==> run_1/final_congestion.png <==
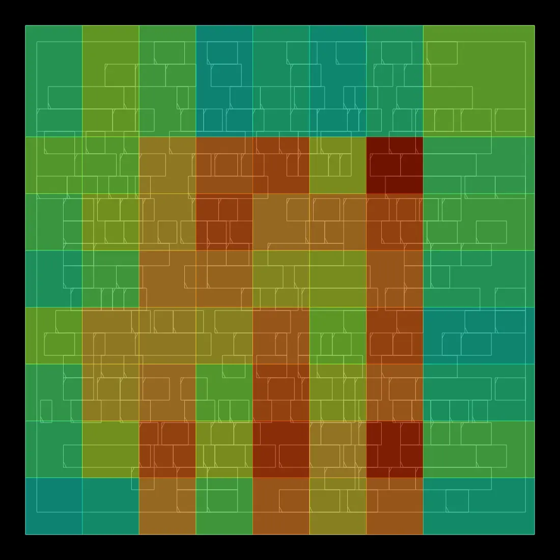
==> run_1/met2.png <==
Scale: 4 px per micron.
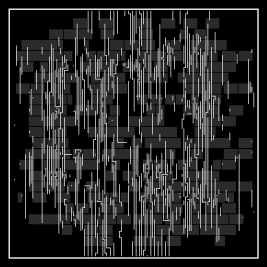
==> run_1/drive_strength.png <==
Scale: 8 px per micron.
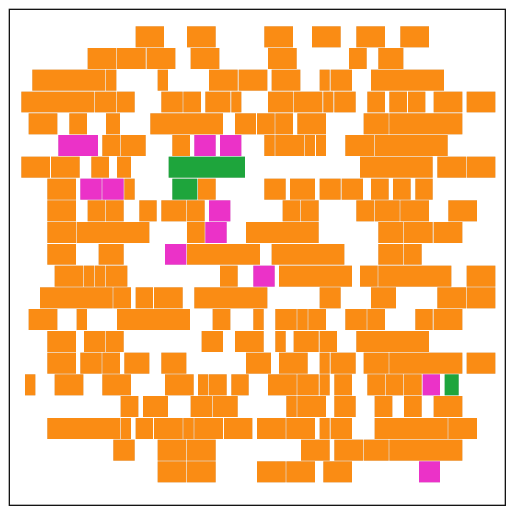
===== config.mk =====
export PLATFORM = sky130hd
export DESIGN_NAME = screen_write_arbiter
export DESIGN_NICKNAME = d
export VERILOG_FILES = /design/src/rtl/screen_write_arbiter.sv
export SDC_FILE = /design/constraint.sdc
export NUM_CORES = 1
export LEC_CHECK = 0
export CAP_MARGIN = 20
export CORE_UTILIZATION = 40
export DETAILED_ROUTE_END_ITERATION = 10
export GPL_TIMING_DRIVEN = 1
export PLACE_DENSITY_LB_ADDON = 0.2
export SYNTH_ARGS = -nofsm -noshare
export SYNTH_HDL_FRONTEND = slang
export SYNTH_SLANG_ARGS = --single-unit

===== constraint.sdc =====
create_clock -name clk -period 3.3 [get_ports clk]
set_input_delay 0.495 -clock clk [delete_from_list [all_inputs] [get_ports clk]]
set_output_delay 0.495 -clock clk [all_outputs]
set_load 0.01 [all_outputs]

===== src/rtl/screen_write_arbiter.sv =====
// -----------------------------------------------------------------------------
// screen_write_arbiter
//
// Merges two cell-write requesters onto one registered screen-buffer write
// port. Arbitration is round-robin. An optional clear sequencer can take over
// the port and fill every cell, (0,0) .. (31,LAST_COL) in row-major order,
// with CLEAR_BYTE.
//
// Build option:
//   SCREEN_WRITE_CLEAR_EN  - when defined, the clear sequencer is built. When
//                            it is undefined, clear_start is ignored,
//                            clear_busy is tied low and the block always
//                            arbitrates.
//
// Parameters:
//   CLEAR_BYTE  byte written to every cell by the clear sequence
//   LAST_COL    highest column index in a row
//
// Ports:
//   clk, reset_low            clock, asynchronous active-low reset
//   reqN_valid / reqN_ready   requester N handshake (N = 0, 1)
//   reqN_row/col/byte         requester N cell address and data
//   clear_start               one-cycle request to clear the whole screen
//   clear_busy                high while the clear sequence owns the port
//   write_valid/write_ready   shared write port handshake
//   write_row/col/byte        shared write port address and data (registered)
// -----------------------------------------------------------------------------
module screen_write_arbiter #(
  parameter logic [7:0] CLEAR_BYTE = 8'h20,
  parameter logic [6:0] LAST_COL   = 7'd99
) (
  input  logic       clk,
  input  logic       reset_low,
  input  logic       req0_valid,
  output logic       req0_ready,
  input  logic [4:0] req0_row,
  input  logic [6:0] req0_col,
  input  logic [7:0] req0_byte,
  input  logic       req1_valid,
  output logic       req1_ready,
  input  logic [4:0] req1_row,
  input  logic [6:0] req1_col,
  input  logic [7:0] req1_byte,
  input  logic       clear_start,
  output logic       clear_busy,
  output logic       write_valid,
  input  logic       write_ready,
  output logic [4:0] write_row,
  output logic [6:0] write_col,
  output logic [7:0] write_byte
);

  logic       r_writeValid;
  logic [4:0] r_writeRow;
  logic [6:0] r_writeCol;
  logic [7:0] r_writeByte;
  logic       r_lastGrant;

  logic       w_loadEn;
  logic       w_inClear;
  logic [4:0] w_clearRow;
  logic [6:0] w_clearCol;
  logic       w_grant;
  logic       w_arbOpen;
  logic       w_accept0;
  logic       w_accept1;

  // The output register can take a new cell whenever it is empty or its
  // current cell is leaving this cycle.
  assign w_loadEn = !r_writeValid || write_ready;

`ifdef SCREEN_WRITE_CLEAR_EN
  typedef enum logic {ARB, CLEAR} state_t;

  state_t     r_state;
  state_t     w_nextState;
  logic [4:0] r_clearRow;
  logic [6:0] r_clearCol;
  logic       w_clearLast;

  assign w_inClear   = (r_state == CLEAR);
  assign w_clearRow  = r_clearRow;
  assign w_clearCol  = r_clearCol;
  assign w_clearLast = (r_clearRow == 5'd31) && (r_clearCol == LAST_COL);

  // State register.
  always_ff @(posedge clk or negedge reset_low) begin
    if (!reset_low) begin
      r_state <= ARB;
    end else begin
      r_state <= w_nextState;
    end
  end

  // A clear request is only honoured while arbitrating; CLEAR ends once the
  // final cell has gone into the output register.
  always_comb begin
    w_nextState = r_state;
    case (r_state)
      ARB:     if (clear_start) w_nextState = CLEAR;
      CLEAR:   if (w_loadEn && w_clearLast) w_nextState = ARB;
      default: w_nextState = ARB;
    endcase
  end

  // Clear cursor. It advances row-major once per loaded cell. On the final
  // cell, row 31 + 1 wraps to 0, so the cursor is already back at (0,0) for
  // the next clear.
  always_ff @(posedge clk or negedge reset_low) begin
    if (!reset_low) begin
      r_clearRow <= '0;
      r_clearCol <= '0;
    end else if (w_inClear && w_loadEn) begin
      if (r_clearCol == LAST_COL) begin
        r_clearCol <= '0;
        r_clearRow <= r_clearRow + 5'd1;
      end else begin
        r_clearCol <= r_clearCol + 7'd1;
      end
    end
  end
`else
  logic [7:0] w_unusedCfg;

  assign w_unusedCfg = {clear_start, LAST_COL};
  assign w_inClear   = 1'b0;
  assign w_clearRow  = '0;
  assign w_clearCol  = '0;
`endif

  assign clear_busy = w_inClear;

  // Round-robin pick. With both requesters pending, the one that was not
  // granted last wins.
  always_comb begin
    w_grant = 1'b0;
    if (req0_valid && req1_valid) begin
      w_grant = ~r_lastGrant;
    end else if (req1_valid) begin
      w_grant = 1'b1;
    end
  end

  // reset_low gates the readies directly, so no requester sees an accept
  // while reset is held.
  assign w_arbOpen  = reset_low && w_loadEn && !w_inClear;
  assign w_accept0  = w_arbOpen && req0_valid && !w_grant;
  assign w_accept1  = w_arbOpen && req1_valid && w_grant;
  assign req0_ready = w_accept0;
  assign req1_ready = w_accept1;

  // The pointer moves only on an accepted transfer.
  always_ff @(posedge clk or negedge reset_low) begin
    if (!reset_low) begin
      r_lastGrant <= 1'b1;
    end else if (w_accept0) begin
      r_lastGrant <= 1'b0;
    end else if (w_accept1) begin
      r_lastGrant <= 1'b1;
    end
  end

  // Output register. It holds while stalled, loads a clear cell or the
  // granted request when it can, and otherwise drains to empty.
  always_ff @(posedge clk or negedge reset_low) begin
    if (!reset_low) begin
      r_writeValid <= 1'b0;
      r_writeRow   <= '0;
      r_writeCol   <= '0;
      r_writeByte  <= '0;
    end else if (w_loadEn) begin
      if (w_inClear) begin
        r_writeValid <= 1'b1;
        r_writeRow   <= w_clearRow;
        r_writeCol   <= w_clearCol;
        r_writeByte  <= CLEAR_BYTE;
      end else if (w_accept0) begin
        r_writeValid <= 1'b1;
        r_writeRow   <= req0_row;
        r_writeCol   <= req0_col;
        r_writeByte  <= req0_byte;
      end else if (w_accept1) begin
        r_writeValid <= 1'b1;
        r_writeRow   <= req1_row;
        r_writeCol   <= req1_col;
        r_writeByte  <= req1_byte;
      end else begin
        r_writeValid <= 1'b0;
      end
    end
  end

  assign write_valid = r_writeValid;
  assign write_row   = r_writeRow;
  assign write_col   = r_writeCol;
  assign write_byte  = r_writeByte;

endmodule


==> impl_metrics.py, run 1 <==
# Flow results
metrics = {
    "grt": {
        "track_usage": 0.238,
        "grt_pass1_wl_microns": 6760,
        "grt_pass1_vias": 1458,
        "grt_overflow": 0,
        "antenna_found_initial": 0,
        "grt_max_degree": 47,
    },
    "cts": {
        "cts_buffer_depth": 2,
        "htreeDepth": 1,
        "clkTransAtPathRegs_ns": 0.13,
        "clock_latency_ns": 0.30,
        "tritoncts": "done",
        "numCtsBuffers": 3,
        "cts-root-buf": "clkbuf_4",
        "cts_setup_buffers": 0,
        "hold_buffers": 0,
        "cts_resized": 0,
        "cts.sinks": 22,
    },
    "synth": {
        "synthesis.area_sq_um": 1430,
        "ys_cells": 162,
        "ys_ff": 22,
        "yosys_area_sq_um": 1430,
        "top_area_cell": "dfrtp_1",
        "synth.net_count": 208,
        "syn_avg_cell_area_sq_um": 8.84,
        "synth_cells": 162,
        "ys_seq_frac": 0.385,
        "synthTopCellsByArea": "dfrtp_1, a31oi_1, o41ai_1",
        "top_area_frac": 0.367,
    },
    "setup_path": {
        "crit_cells": 4,
        "critPathRequiredTime_ns": 2.80,
        "r2r_cells": 4,
        "crit_start": "write_ready",
        "path_delay_family": "buffers and inverters",
        "reg2reg_from": "write_valid",
        "crit_buf_inv": 2,
        "criticalPathCategory": "in2out",
        "critPathMaxFanout": 42,
        "crit_path_end": "req0_ready",
        "crit_path_end_kind": "output port",
        "worstPathCellList": "clkdlybuf4s50_1 > nor2b_4 > nor4_1 > clkdlybuf4s50_1",
        "r2r-end": "write_byte[3]",
        "crit_slowest_cell": "nor2b_4",
        "rrSetupSlack_ns": 1.41,
        "startpoint_type": "input pin",
    },
    "power": {
        "power_density_nw_per_um2": 400,
        "leakage_nw": 0.742,
        "vdd_drop_max_mv": 0.208,
    },
    "placed_design": {
        "portBuffers": 67,
        "routabilityCongestion": 0.696,
        "hpwl_microns": 2760,
    },
    "floorplanning": {
        "die_h_microns": 61.8,
        "pin_count": 70,
        "dieArea_sq_um": 3820,
        "fp-utilization": 0.422,
        "rows": 21,
        "die_w_microns": 61.8,
        "core_area_sq_um": 3390,
    },
    "drt": {
        "drt-total-wl_microns": 4350,
        "vias": 1621,
        "firstDrtPassIters": 4,
        "drc": 0,
    },
    "min_path": {
        "min_path_type": "in2async",
    },
    "status": {
        "run_status": "finished clean",
    },
    "run": {
        "cap_violations": 0,
        "openroad.warnings": 27,
    },
    "final_layout": {
        "n_antenna_cell": 0,
        "final_cell_mix": "clkdlybuf4s50_1, a31oi_1, dfrtp_1",
        "fin_util": 0.616,
        "fin_nets": 260,
        "syn_to_final_growth_pct": 46.0,
    },
    "timing": {
        "fmax_mhz": 353,
        "slew_headroom": 0.438,
        "holdWs_ns": 0.266,
        "hold_violations": 0,
        "fin_crit_sh": 0.858,
        "fin_tns_setup_ns": 0,
        "slew_viol_final": 0,
    },
}
About final_congestion.png:
met2 GRT Util: 0.430
met3 Usage GRT: 0.0311
busiest layer in global routing: met2

About met2.png:
longest straight run	26.2 microns
main direction	vertical
share of all routed wire	51%
wire length on this layer	2220 microns
nets with wire on the layer	228

About drive_strength.png:
size	colour	cells	share
drive 3 to 4	magenta	11	5.2%
drive 1 or less	orange	199	93%
drive 2	green	3	1.4%

==> run 1: worst register-to-register path: cells and delay by family, from the launching register on <==
kind            cells  cell delay (ns)
compound gates      1             0.19
buf+inv             1             0.28
flops               1             0.42
simple gates        2             0.83
==> run 1: registers in the layout, indices dropped and copies added (netlist names) <==
name         flops
r_lastGrant      1
write_row        5
write_byte       8
write_valid      1
write_col        7
==> run 1: layer usage <==
layer	up-vias	part of all wire	track usage
li1	759	-	-
met1	781	0.42	0.299
met2	75	0.51	0.430
met3	6	0.066	0.0311
met4	0	0.0046	0.0635
met5	-	0	0
==> run 1: power by group <==
group	switching [mW]	internal (mW)	total [mW]
clock	0.0801	0.0470	0.127
sequential	0.0317	0.323	0.355
combinational	0.165	0.189	0.354
total	0.277	0.559	0.836
==> run 1: layout make-up <==
class	instances	area, sq um
Clock buffer	4	26.3
Fill cell	315	1300
Sequential cell	22	552
Inverter	2	10.0
Tap cell	46	57.6
Multi-Input combinational cell	112	733
Timing Repair Buffer	73	711
==> run 1: stage by stage <==
| stage | std cells | setup slack [ns] |
|---|---|---|
| after detailed placement | 255 | 0.496 |
| after floorplan | 162 | 1.46 |
| final | 259 | 0.467 |
| after global routing | 259 | 0.365 |
| after global placement | 255 | 0.535 |
| after CTS | 259 | 0.491 |
==> run 1: how the worst min path moves through the flow <==
stage	from	endpoint	slack (ns)	cells after the start
after global placement	write_col[4]	write_col[4]	0.53	2
after detailed placement	write_byte[4]	write_byte[4]	0.54	2
after CTS	reset_low	write_col[2]	0.28	2
final	reset_low	write_col[2]	0.27	2
after floorplan	reset_low	write_byte[0]	0.20	0
after global routing	reset_low	write_col[2]	0.30	2
==> run 1: cells by family (layout without fill, tap and decap cells) <==
logic type / Yosys count / in the layout / synth area share
AND-OR/OR-AND: 63 / 63 / 0.311
AND/OR/NAND/NOR: 48 / 48 / 0.198
buffers and inverters: 28 / 79 / 0.102
flip-flops: 22 / 22 / 0.385
other: 1 / 1 / 0.00262
==> run 1: Yosys cell counts (all sizes together) <==
library cell   n
a31oi         41
dfrtp         21
nand2         20
o41ai         20
or4           20
buf           14
clkbuf        12
inv            2
nor2b          2
or2            2
a21oi          1
a41oi          1
and3           1
conb           1
dfstp          1
nand2b         1
nand3          1
nor4           1
==> run 1 -> run 2 <==
- CTS_CLUSTER_SIZE: unset -> 12
- clock period: 3.3 -> 3.35 ns (I/O delays scaled with it)
==> run_2/gate_families.png <==
Scale: 8 px per micron.
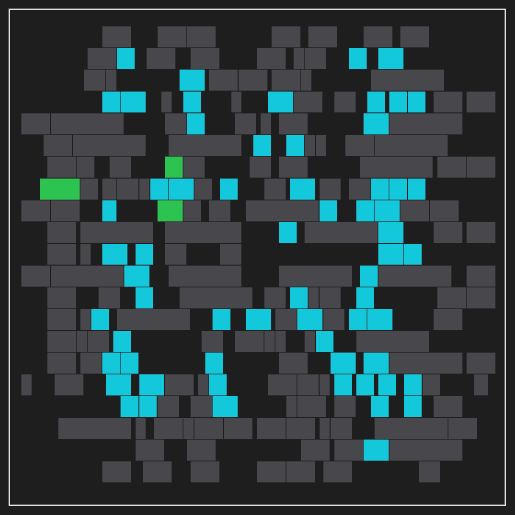
family	colour	cells
inverting AOI/OAI gates	cyan	63
NOR gates	green	3

==> run_2/met3.png <==
Scale: 4 px per micron.
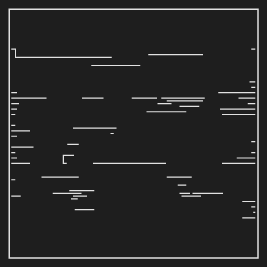
main direction	horizontal
wire length on this layer	278 microns
share of all routed wire	6.5%

==> impl_metrics.py, run 2 <==
# Flow results
metrics = {
    "synth": {
        "synth.net_count": 208,
        "syn_avg_cell_area_sq_um": 8.84,
        "top_area_cell": "dfrtp_1",
        "flop_cell": "dfrtp_1",
        "synthTopCellsByArea": "dfrtp_1, a31oi_1, o41ai_1",
        "synth-edff-count": 0,
        "synthesis.area_sq_um": 1430,
        "yosys_area_sq_um": 1430,
        "synthArstFlopShare": 1.00,
        "top_area_frac": 0.367,
        "synth_cells": 162,
        "ys_ff": 22,
        "ys_cells": 162,
        "synthTopCellsByCount": "a31oi_1, dfrtp_1, nand2_1, o41ai_1, or4_1",
        "most_common_cell": "a31oi_1",
    },
    "power": {
        "leakage_nw": 0.742,
        "vdd_drop_max_mv": 0.225,
        "power_density_nw_per_um2": 396,
    },
    "final_layout": {
        "fin_nets": 260,
        "fin_util": 0.616,
        "largest_reg_flops": 8,
        "n_antenna_cell": 0,
        "seqCellArea_sq_um": 552,
        "syn_to_final_growth_pct": 46.0,
        "nFillCells": 300,
        "final_common_cell": "clkdlybuf4s50_1",
        "mi_logic_area_sq_um": 733,
        "final_cell_mix": "clkdlybuf4s50_1, a31oi_1, dfrtp_1",
    },
    "drt": {
        "drt-total-wl_microns": 4280,
        "drc": 0,
        "vias": 1615,
        "firstDrtPassIters": 4,
    },
    "timing": {
        "slew_viol_final": 0,
        "fin_tns_setup_ns": 0,
        "hold_violations": 0,
        "fmax_mhz": 349,
        "fin_crit_sh": 0.855,
    },
    "min_path": {
        "min_path_type": "in2async",
    },
    "setup_path": {
        "reg2reg_from": "write_valid",
        "startpoint_type": "input pin",
        "crit_start": "write_ready",
        "worstPathCellList": "clkdlybuf4s50_1 > nor2b_4 > nor4_1 > clkdlybuf4s50_1",
        "critPathMaxFanout": 42,
        "critPathRequiredTime_ns": 2.85,
        "crit_path_end_kind": "output port",
        "crit_slowest_cell": "nor2b_4",
        "criticalPathCategory": "in2out",
    },
    "grt": {
        "grt_pass1_wl_microns": 6690,
        "track_usage": 0.236,
        "antenna_found_initial": 0,
        "grt_pass1_vias": 1463,
        "grt_overflow": 0,
    },
    "placed_design": {
        "portBuffers": 67,
        "routabilityCongestion": 0.696,
        "hpwl_microns": 2730,
    },
    "status": {
        "run_status": "finished clean",
    },
    "floorplanning": {
        "die_h_microns": 61.8,
        "pin_count": 70,
        "rows": 21,
        "fp-utilization": 0.422,
        "dieArea_sq_um": 3820,
    },
    "cts": {
        "clock_latency_ns": 0.31,
        "cts_resized": 0,
        "cts_setup_buffers": 0,
        "hold_buffers": 0,
        "cts.sinks": 22,
        "tritoncts": "done",
        "cts_buffer_depth": 2,
        "cts-root-buf": "clkbuf_4",
        "clkTransAtPathRegs_ns": 0.13,
        "htreeDepth": 1,
        "numCtsBuffers": 3,
    },
    "run": {
        "openroad.warnings": 27,
        "cap_violations": 0,
    },
}
run 2: cell counts after synthesis:
Identical to the previous run, type by type.
run 2: cell families after synthesis:
group	after synthesis	share of synthesized area
buffers and inverters	28	0.102
flip-flops	22	0.385
AND-OR/OR-AND	63	0.311
other	1	0.00262
AND/OR/NAND/NOR	48	0.198
run 2: worst max-delay path: cells and delay by family:
kind | cells | cell delay (ns)
buffers and inverters | 2 | 0.98
and+or+nand+nor | 2 | 0.87
run 2: area by class of cell:
cell class / instances / area share
Multi-Input combinational cell: 112 / 0.351
Clock buffer: 4 / 0.0126
Timing Repair Buffer: 73 / 0.340
Tap cell: 46 / 0.0275
Inverter: 2 / 0.00479
Sequential cell: 22 / 0.264
run 2: path summary, 6_finish.rpt:
kind                                       to  slack, ns  cells after the start
worst min register to register  write_byte[4]       0.56                      2
worst max-delay path               req0_ready       0.48                      4
worst min-delay path             write_col[2]       0.26                      2
min in group clk                write_byte[4]       0.56                      2
max in group asynchronous         r_lastGrant       2.72                      2
worst max register to register   write_col[2]       1.50                      4
run 2: metrics by stage:
stage | hold WS [ns] | cells | setup slack, ns
after floorplan | 0.207 | 162 | 1.49
after global placement | 0.530 | 255 | 0.570
after detailed placement | 0.542 | 255 | 0.518
after CTS | 0.280 | 259 | 0.516
after global routing | 0.279 | 259 | 0.371
final | 0.264 | 259 | 0.485
run 2: power breakdown:
part	internal (mW)	switching, mW
Sequential	0.319	0.0325
Combinational	0.186	0.160
Clock	0.0464	0.0839
Total	0.551	0.277
run 2: routing by layer:
metal,part of all wire,up-vias,GRT usage
li1,-,759,-
met1,0.41,773,0.305
met2,0.52,79,0.399
met3,0.065,4,0.0331
met4,0.0063,0,0.0889
met5,0,-,0
==> run_2/drive_strength.png <==
Scale: 8 px per micron.
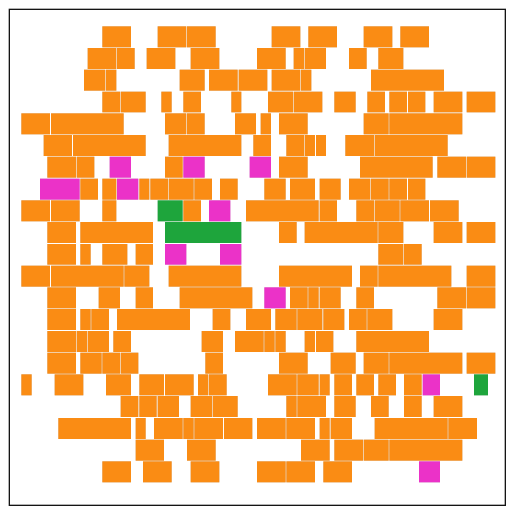

==> run 2 -> run 3 <==
- REMOVE_ABC_BUFFERS: unset -> 1
- clock period: 3.35 -> 3.39 ns (I/O delays scaled with it)
==> run_3/drive_strength.png <==
Scale: 8 px per micron.
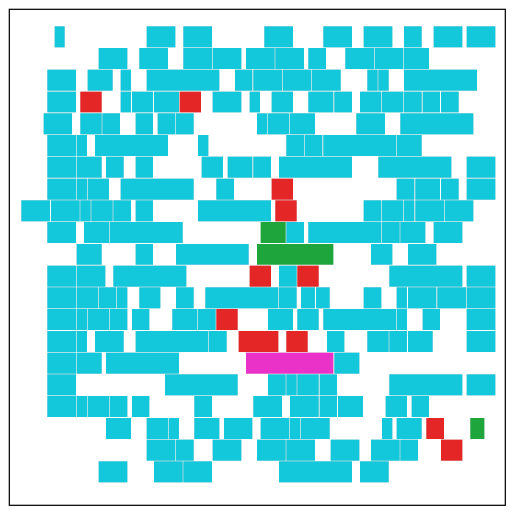
size	colour	cells	share
drive 1 or less	cyan	198	93%
drive 2	green	3	1.4%
drive 3 to 4	red	11	5.2%
drive 6 and up	magenta	1	0.47%

==> impl_metrics.py, run 3 <==
# Flow results
metrics = {
    "timing": {
        "fin_crit_sh": 0.821,
        "fin_tns_setup_ns": 0,
        "fmax_mhz": 359,
        "slew_headroom": 0.450,
        "holdWs_ns": 0.268,
    },
    "synth": {
        "synthTopLogicFamily": "AND-OR/OR-AND gates",
        "ys_cells": 162,
        "syn_avg_cell_area_sq_um": 8.84,
        "synthTopCellsByCount": "a31oi_1, dfrtp_1, nand2_1, o41ai_1, or4_1",
        "ys_ff": 22,
        "synthArstFlopShare": 1.00,
        "ys_sh_xor": 0,
        "synthesis.area_sq_um": 1430,
        "flop_cell": "dfrtp_1",
        "ys_seq_frac": 0.385,
        "ys_sh_mux": 0,
    },
    "setup_path": {
        "criticalPathCategory": "in2out",
        "crit_path_end_kind": "output port",
        "path_delay_family": "buffers and inverters",
        "crit_start": "write_ready",
        "reg2reg_from": "write_valid",
        "rrSetupSlack_ns": 1.50,
    },
    "floorplanning": {
        "fp-utilization": 0.422,
        "dieArea_sq_um": 3820,
        "pin_count": 70,
        "core_area_sq_um": 3390,
    },
    "min_path": {
        "min_path_type": "in2async",
    },
    "final_layout": {
        "nFillCells": 300,
        "final_cell_mix": "clkdlybuf4s50_1, a31oi_1, dfrtp_1",
        "fin_nets": 260,
        "syn_to_final_growth_pct": 47.8,
    },
    "run": {
        "openroad.warnings": 26,
    },
    "placed_design": {
        "routabilityCongestion": 0.677,
    },
    "cts": {
        "clkTransAtPathRegs_ns": 0.14,
        "htreeDepth": 1,
        "hold_buffers": 0,
        "tritoncts": "done",
        "clock_latency_ns": 0.32,
        "cts.sinks": 22,
        "cts_resized": 0,
        "cts-root-buf": "clkbuf_4",
    },
    "grt": {
        "antenna_found_initial": 0,
        "grt_pass1_wl_microns": 6300,
    },
    "drt": {
        "firstDrtPassIters": 4,
    },
    "status": {
        "run_status": "finished clean",
    },
}
==> run_3/final_congestion.png <==
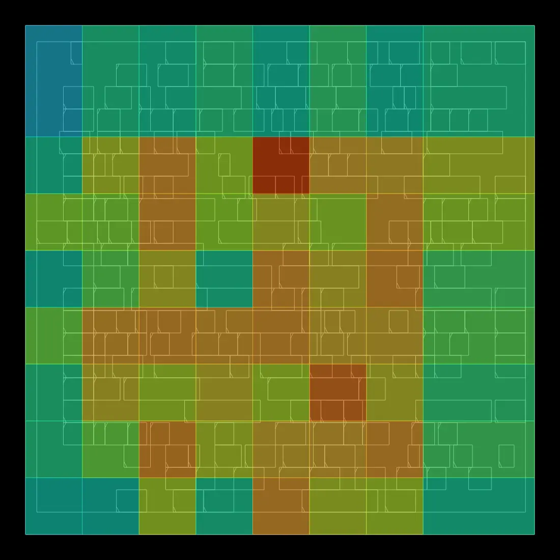
WL/cell: 16.2 microns
met3 Usage GRT: 0.0269
gr usage total: 0.221
fin util: 0.624
met1 usage: 0.289

[run 3: cell counts after synthesis]
No cell type changed its count.
[run 3: report_power, final]
part           switching [mW]  internal, mW  total (mW)
Sequential             0.0316         0.315       0.346
Combinational           0.159         0.184       0.342
Clock                  0.0879         0.119       0.207
[run 3: how the worst min path moves through the flow]
stage / startpoint / to / slack [ns] / cells past startpoint
after floorplan: reset_low / write_byte[0] / 0.21 / 0
after global placement: write_byte[4] / write_byte[4] / 0.53 / 2
after detailed placement: write_byte[5] / write_byte[5] / 0.55 / 2
after CTS: reset_low / write_row[3] / 0.28 / 2
after global routing: reset_low / write_row[3] / 0.29 / 2
final: reset_low / write_row[3] / 0.27 / 2
[run 3: routing by layer]
layer	global-route usage	up-vias	part of all wire
met5	0	-	0
met3	0.0269	2	0.055
met1	0.289	786	0.42
li1	-	759	-
met4	0.0476	0	0.0064
met2	0.393	68	0.52
[run 3: kinds of logic (layout without fill, tap and decap cells)]
kind of cell           count (synthesis)  count (layout)
AOI/OAI and AO/OA                     63              63
and+or+nand+nor                       48              48
buffers and inverters                 28              79
DFF                                   22              22
other                                  1               1
[run 3: area by class of cell]
cell class | count | area [sq um] | share of cell area
clock buffers | 3 | 22.5 | 0.0106
clock inverters | 1 | 30.0 | 0.0142
repair buffers | 73 | 711 | 0.336
well taps | 46 | 57.6 | 0.0272
multi-input cells | 112 | 733 | 0.347
inverters | 2 | 10.0 | 0.00473
flip-flops and latches | 22 | 552 | 0.261
[run 3: stage by stage]
step                power (mW)  instances
finish                   0.896        259
detailed placement       0.693        255
CTS                      0.898        259
global route             0.947        259
floorplan                0.487        136
global placement         0.682        255
Power figures rest on the tool's default switching activity, not on a simulated workload.
